Run 1, register map, names as in the netlist:
Bar = 20 um. Other sequential cells in the stronger gray, the rest of the logic in the fainter gray.
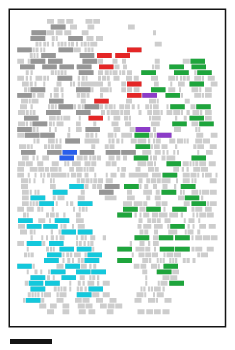
Run 1, selected gate families:
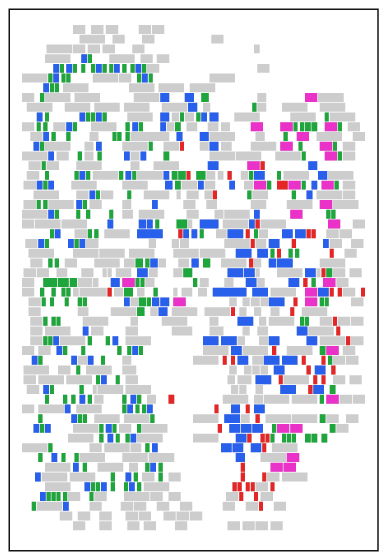
Run 1, M4 wires:
Bar = 20 um.
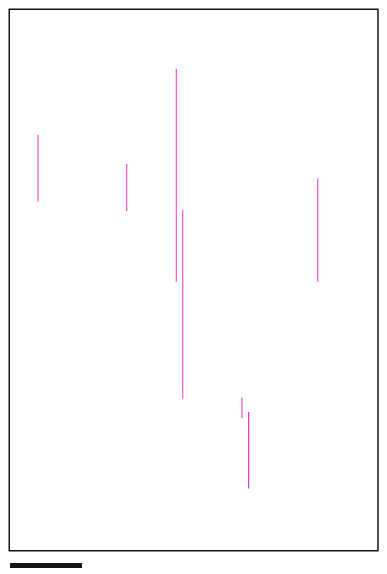
==> config.mk <==
export PLATFORM = sky130hd
export DESIGN_NAME = iomem_uart_master
export DESIGN_NICKNAME = d
export VERILOG_FILES = /design/src/rtl/iomem_uart_master.sv
export SDC_FILE = /design/constraint.sdc
export NUM_CORES = 1
export LEC_CHECK = 0
export CORE_ASPECT_RATIO = 1.5
export CORE_MARGIN = 3
export CORE_UTILIZATION = 40
export CTS_BUF_LIST = sky130_fd_sc_hd__clkbuf_4
export CTS_CLUSTER_DIAMETER = 30
export CTS_CLUSTER_SIZE = 28
export DETAILED_ROUTE_END_ITERATION = 10
export HOLD_SLACK_MARGIN = 0.05
export PLACE_DENSITY = 0.66
export SKIP_LAST_GASP = 1
export SYNTH_ARGS = -nofsm -noshare
export SYNTH_HDL_FRONTEND = slang
export SYNTH_SLANG_ARGS = --single-unit
==> constraint.sdc <==
create_clock -name CLKOUT -period 4.9 [get_ports CLKOUT]
set_input_delay 0.735 -clock CLKOUT [delete_from_list [all_inputs] [get_ports CLKOUT]]
set_output_delay 0.735 -clock CLKOUT [all_outputs]
set_load 0.01 [all_outputs]
==> results.ini, run 1 <==
[sta]
slew_headroom_pct=20.4
final-setup-viol-count=0
skew_ns=0.0306
hold_viol_final=0
worst_slack_ns=1.65

[run_status]
status=finished, final reports clean

[route]
viasPerCell=5.26
route.detailed.drc=0
first_pass_iters=4

[synthesis]
synth.distinct_cells=55
simple_gate_area_share_pct=21.2
enable_flop_cells=0
synth-compound-area-share_pct=18.6
synth_top_area_share_pct=44.3
async_reset_ff_share_pct=0
synth_warnings=0
mux_share_pct=4.82
synth_top_cell_by_count=nand2_1
synth.yosys.seq_area_share_pct=44.3
ys.flop_type=dfxtp_1
area_leaders=dfxtp_1 44%, nand2_1 12%, a21oi_1 6.3%

[power]
powerDensity_mw_per_mm2=277
switching_power_mw=0.563
total_power_mw=1.97

[global_route]
grtUsageTotal_pct=19.0
antenna_found_initial=1

[finish]
drive_gt1_share_pct=8.64
mostFrequentLayoutCells=174 x nand2_1, 126 x clkdlybuf4s50_1, 124 x dfxtp_1, 70 x a21oi_1, 56 x inv_1

[floorplan]
n_tap_cell=162
die_width_um=103
floorplanUtilization_pct=41.2

[job]
drv_cap=0

[critical_path]
path_max_fanout=35
cp.arrival_ns=3.70
crit_path_max_incr_delay_ns=0.67

[cts]
insertion_delay_ns=0.53
cts_resized=0
cts.sinks=124
hold_buffers=0
htree_levels=4

[place]
dp_cells=917
placed_area_mm2=0.00682

[worst_hold_path]
min_path_cells=2

Back to the opening pictures, 'register map, names as in the netlist':
iomem_addr -> cyan  # sequential cells 32, where lower left
byte_cnt -> blue  # sequential cells 2
tmo_cnt -> red  # sequential cells 8, where top center
rsp_cnt -> purple  # sequential cells 3
rsp_buf -> green  # sequential cells 40
Flop area: 0.00248 mm^2
Final Core Density: 52.3%
flop share of the area: 34.9%

Back to the opening pictures, 'selected gate families':
nand cells -> green  # cells 201, where spread over the die
inv cells -> red  # cells 59
aoi and oai cells -> blue  # cells 145, where spread over the die
mux cells -> magenta  # cells 27
most used logic cell in the final layout: nand2_1
final non-filler cell total: 950
multi-input combinational area share: 36.3%

Back to the opening pictures, 'M4 wires':
share of all routed wire = 1.3%
nets with wire on the layer = 5
longest straight run = 59.2 um
main direction = vertical
final wirelength: 14,700 um
vias: 4,993

run 1: routing by layer:
metal	track usage, %	up-vias	wire length [um]
met5	0	-	0
met4	6.96	0	197
met3	4.24	18	770
met2	34.1	126	7820
met1	21.6	2333	5950
li1	-	2516	-
run 1: power by group through the flow:
stage	combinational [mW]	clock [mW]	sequential (mW)
2_1_floorplan	0.151	0	1.06
3_3_place_gp	0.213	0	1.06
3_5_place_dp	0.217	0	1.07
4_1_cts	0.218	0.725	1.04
5_1_grt	0.236	0.772	1.05
6_report	0.218	0.706	1.04
run 1: critical path, delay by kind of cell, from the launching register on:
kind                   cells  cell delay, ns
AOI/OAI and AO/OA          1            0.66
and+or+nand+nor            2            0.75
muxes                      1            0.23
buffers and inverters      3            0.87
DFF                        1            0.67
## Run 2: what changed since run 1
==> constraint.sdc (replaced) <==
create_clock -name CLKOUT -period 3.3 [get_ports CLKOUT]
set_input_delay 0.495 -clock CLKOUT [delete_from_list [all_inputs] [get_ports CLKOUT]]
set_output_delay 0.495 -clock CLKOUT [all_outputs]
set_load 0.01 [all_outputs]
==> run 2 against run 1 <==
Net effect:
- utilization is 0.89 points higher
- clock skew is 0.012 ns lower
- critical path depth is 4 lower
- synthesized cell count unchanged
- final cell count up 0.53%
- via count is 0.84% higher
- critical path type is now flop to output port
- sequential share of layout area is 0.59 points lower
==> results.ini, run 2 <==
[synthesis]
mux_share_pct=4.82
synth.distinct_cells=55
synth-compound-area-share_pct=18.6
synth_top_area_share_pct=44.3
ys.flop_type=dfxtp_1
area_leaders=dfxtp_1 44%, nand2_1 12%, a21oi_1 6.3%
synth_top_cell_by_count=nand2_1
enable_flop_cells=0
synth.yosys.seq_area_share_pct=44.3
synth_warnings=0
async_reset_ff_share_pct=0
simple_gate_area_share_pct=21.2

[place]
placed_area_mm2=0.00686
dp_hpwl_um=10200
dp_cells=922

[sta]
final-setup-viol-count=0
worst_slack_ns=0.520
slew_headroom_pct=51.3
skew_ns=0.0190
hold_viol_final=0

[cts]
insertion_delay_ns=0.52
cts.sinks=124
cts_resized=0
htree_levels=4
hold_buffers=0

[power]
pg_comb_mw=0.323
powerDensity_mw_per_mm2=442
total_power_mw=3.20
powerClk_mw=1.32
switching_power_mw=0.807
maxPowerGroup=registers

[global_route]
globalRouteMet1Util_pct=22.4
antenna_found_initial=1
grtUsageMet3_pct=5.25
grt_max_degree=55

[finish]
final_layout_top_logic_cell=nand2_1
instances_no_fill=955
mostFrequentLayoutCells=174 x nand2_1, 126 x clkdlybuf4s50_1, 124 x dfxtp_1, 70 x a21oi_1, 56 x inv_1
drive_gt1_share_pct=9.34

[route]
met3_length_um=755
wl_met2_um=7800
route.detailed.drc=0
vias=5035
wirelength_um=14600
highest_layer=met4
viasPerCell=5.27
first_pass_iters=4
drt-met1-wl_um=5870

[run_status]
status=finished, final reports clean

[floorplan]
die_width_um=103
boundaryPins=128
floorplanUtilization_pct=41.2
dieHeight_um=151

[worst_hold_path]
min_path_cells=2

[critical_path]
cp.arrival_ns=2.29
path_max_fanout=13
r2r_cells=6
path_class=flop to output port

[job]
drv_cap=0

-- run 2: cell counts after synthesis --
No cell type changed its count.
-- run 2: final cells by class --
| type | instances | area, um^2 |
|---|---|---|
| clock inverter | 14 | 229 |
| fill | 1293 | 6370 |
| tap | 162 | 203 |
| timing repair buffer | 141 | 1370 |
| sequential | 124 | 2480 |
| clock buffer | 18 | 135 |
| inverter | 59 | 228 |
| antenna | 1 | 2.50 |
| multi-input combinational | 436 | 2580 |
-- run 2: critical path, cell delays in order, from the launching register on --
cell	delay [ns]
dfxtp_1	0.66
or3b_1	0.46
clkinv_4	0.11
clkdlybuf4s50_1	0.54
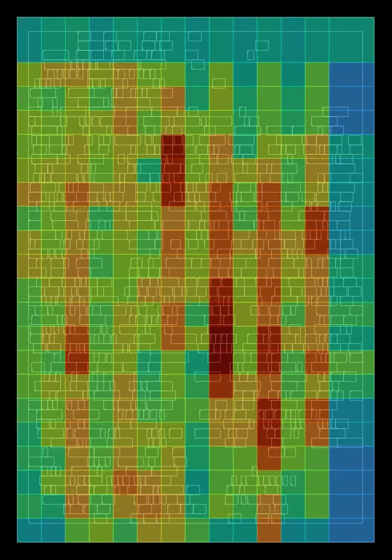
Run 2: congestion heat map
grt met2 use: 34.0%
Final Core Density: 53.1%
WL per Instance: 15.3 um
layer with the highest usage: met2
global-route usage over all layers: 19.2%

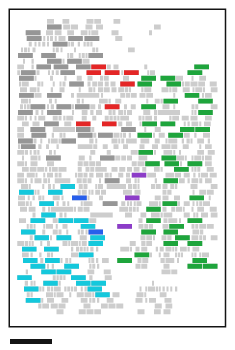
Run 2: register map, names as in the netlist
Bar = 20 um. Other sequential cells in the stronger gray, the rest of the logic in the fainter gray.
rsp_buf -> green  # sequential cells 40
iomem_addr -> cyan  # sequential cells 32, where lower left
rsp_cnt -> purple  # sequential cells 3
tmo_cnt -> red  # sequential cells 8, where top center
byte_cnt -> blue  # sequential cells 2
not colored = 39
Flop+latch power: 1.55 mW
flop share of the area: 34.3%

## Run 3: what changed since run 2
==> constraint.sdc (replaced) <==
create_clock -name CLKOUT -period 2.9 [get_ports CLKOUT]
set_input_delay 0.435 -clock CLKOUT [delete_from_list [all_inputs] [get_ports CLKOUT]]
set_output_delay 0.435 -clock CLKOUT [all_outputs]
set_load 0.01 [all_outputs]
==> run 3 against run 2 <==
Net effect:
- synthesized cell count did not move
- largest cell class unchanged
- hold slack got worse by 0.00063 ns
- first-iteration DRC count is 13% higher
- critical endpoint unchanged
==> results.ini, run 3 <==
[sta]
hold_viol_final=0
skew_ns=0.0204
report.final.slew_viol_count=0
final-setup-viol-count=0
slew_headroom_pct=59.5

[place]
dp_cells=925
dp_hpwl_um=10500
placed_area_mm2=0.00688

[critical_path]
crit_chain=or3b_1 > clkinv_4 > clkdlybuf4s50_1
worst-path-stages=3
path_buffers=2
r2r_cells=6
path_class=flop to output port
crit_path_top_delay_cell=dfxtp_1
crit_path_max_incr_delay_ns=0.68
critical-path-top-delay-family=flip-flops

[global_route]
grt_max_degree=55
grtUsageTotal_pct=19.6
antenna_found_initial=1

[floorplan]
die_width_um=103
dieHeight_um=151
floorplanUtilization_pct=41.2
boundaryPins=128

[cts]
insertion_delay_ns=0.51
cts_resized=0
htree_levels=4
hold_buffers=0
cts.sinks=124

[synthesis]
simple_gate_area_share_pct=21.2
area_leaders=dfxtp_1 44%, nand2_1 12%, a21oi_1 6.3%
synth.distinct_cells=55
async_reset_ff_share_pct=0
synth.yosys.seq_area_share_pct=44.3
mux_share_pct=4.82
synth_top_area_share_pct=44.3
enable_flop_cells=0
syn_area_mm2=0.00560
synth_top_cell_by_count=nand2_1
synth-compound-area-share_pct=18.6

[route]
wirelength_um=14900
wl_per_cell_um=15.6
viasPerCell=5.24
route.detailed.drc=0
first_pass_iters=5

[power]
powerDensity_mw_per_mm2=452
total_power_mw=3.23

[finish]
final_layout_top_logic_cell=nand2_1
drive_gt1_share_pct=9.32

[job]
drv_cap=0

[worst_hold_path]
min_path_cells=2

[run_status]
status=finished, final reports clean

-- run 3: cell counts after synthesis --
Identical to the previous run, type by type.
-- run 3: area by class of cell --
| class | instances | area (um^2) |
|---|---|---|
| repair buffers | 144 | 1390 |
| clock inverters | 14 | 123 |
| inverters | 59 | 228 |
| flip-flops and latches | 124 | 2480 |
| diodes | 1 | 2.50 |
| clock buffers | 17 | 128 |
| well taps | 162 | 203 |
| multi-input cells | 436 | 2580 |
| fillers | 1310 | 6460 |
-- run 3: routing by layer --
layer	GRT usage, %	vias up	wire length (um)
li1	-	2527	-
met3	5.39	16	770
met2	34.6	119	7930
met1	22.3	2348	5900
met5	0	-	0
met4	6.83	0	301
-- run 3: where the power goes --
group	switching [mW]	internal [mW]
Combinational	0.199	0.174
Clock	0.670	0.422
Sequential	0.0213	1.74
Total	0.890	2.34
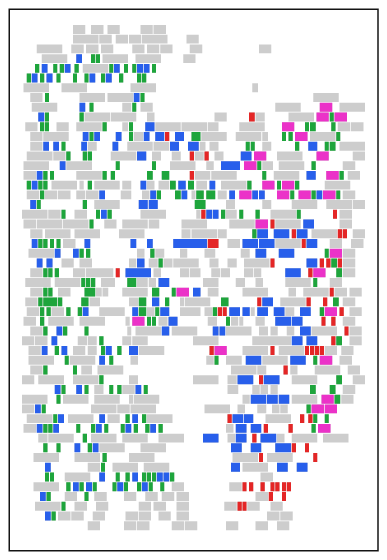
Run 3: selected gate families
final non-filler cell total: 957
multi-input combinational area share: 36.1%

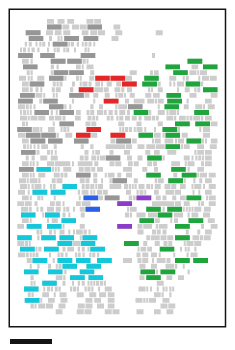
Run 3: register map, names as in the netlist
Bar = 20 um. Other sequential cells in the stronger gray, the rest of the logic in the fainter gray.
tmo_cnt -> red  # sequential cells 8, where top center
rsp_cnt -> purple  # sequential cells 3
iomem_addr -> cyan  # sequential cells 32, where lower left
rsp_buf -> green  # sequential cells 40
byte_cnt -> blue  # sequential cells 2
Flop+latch power: 1.76 mW
Final Core Density: 52.5%

Power figures rest on the tool's default switching activity, not on a simulated workload.
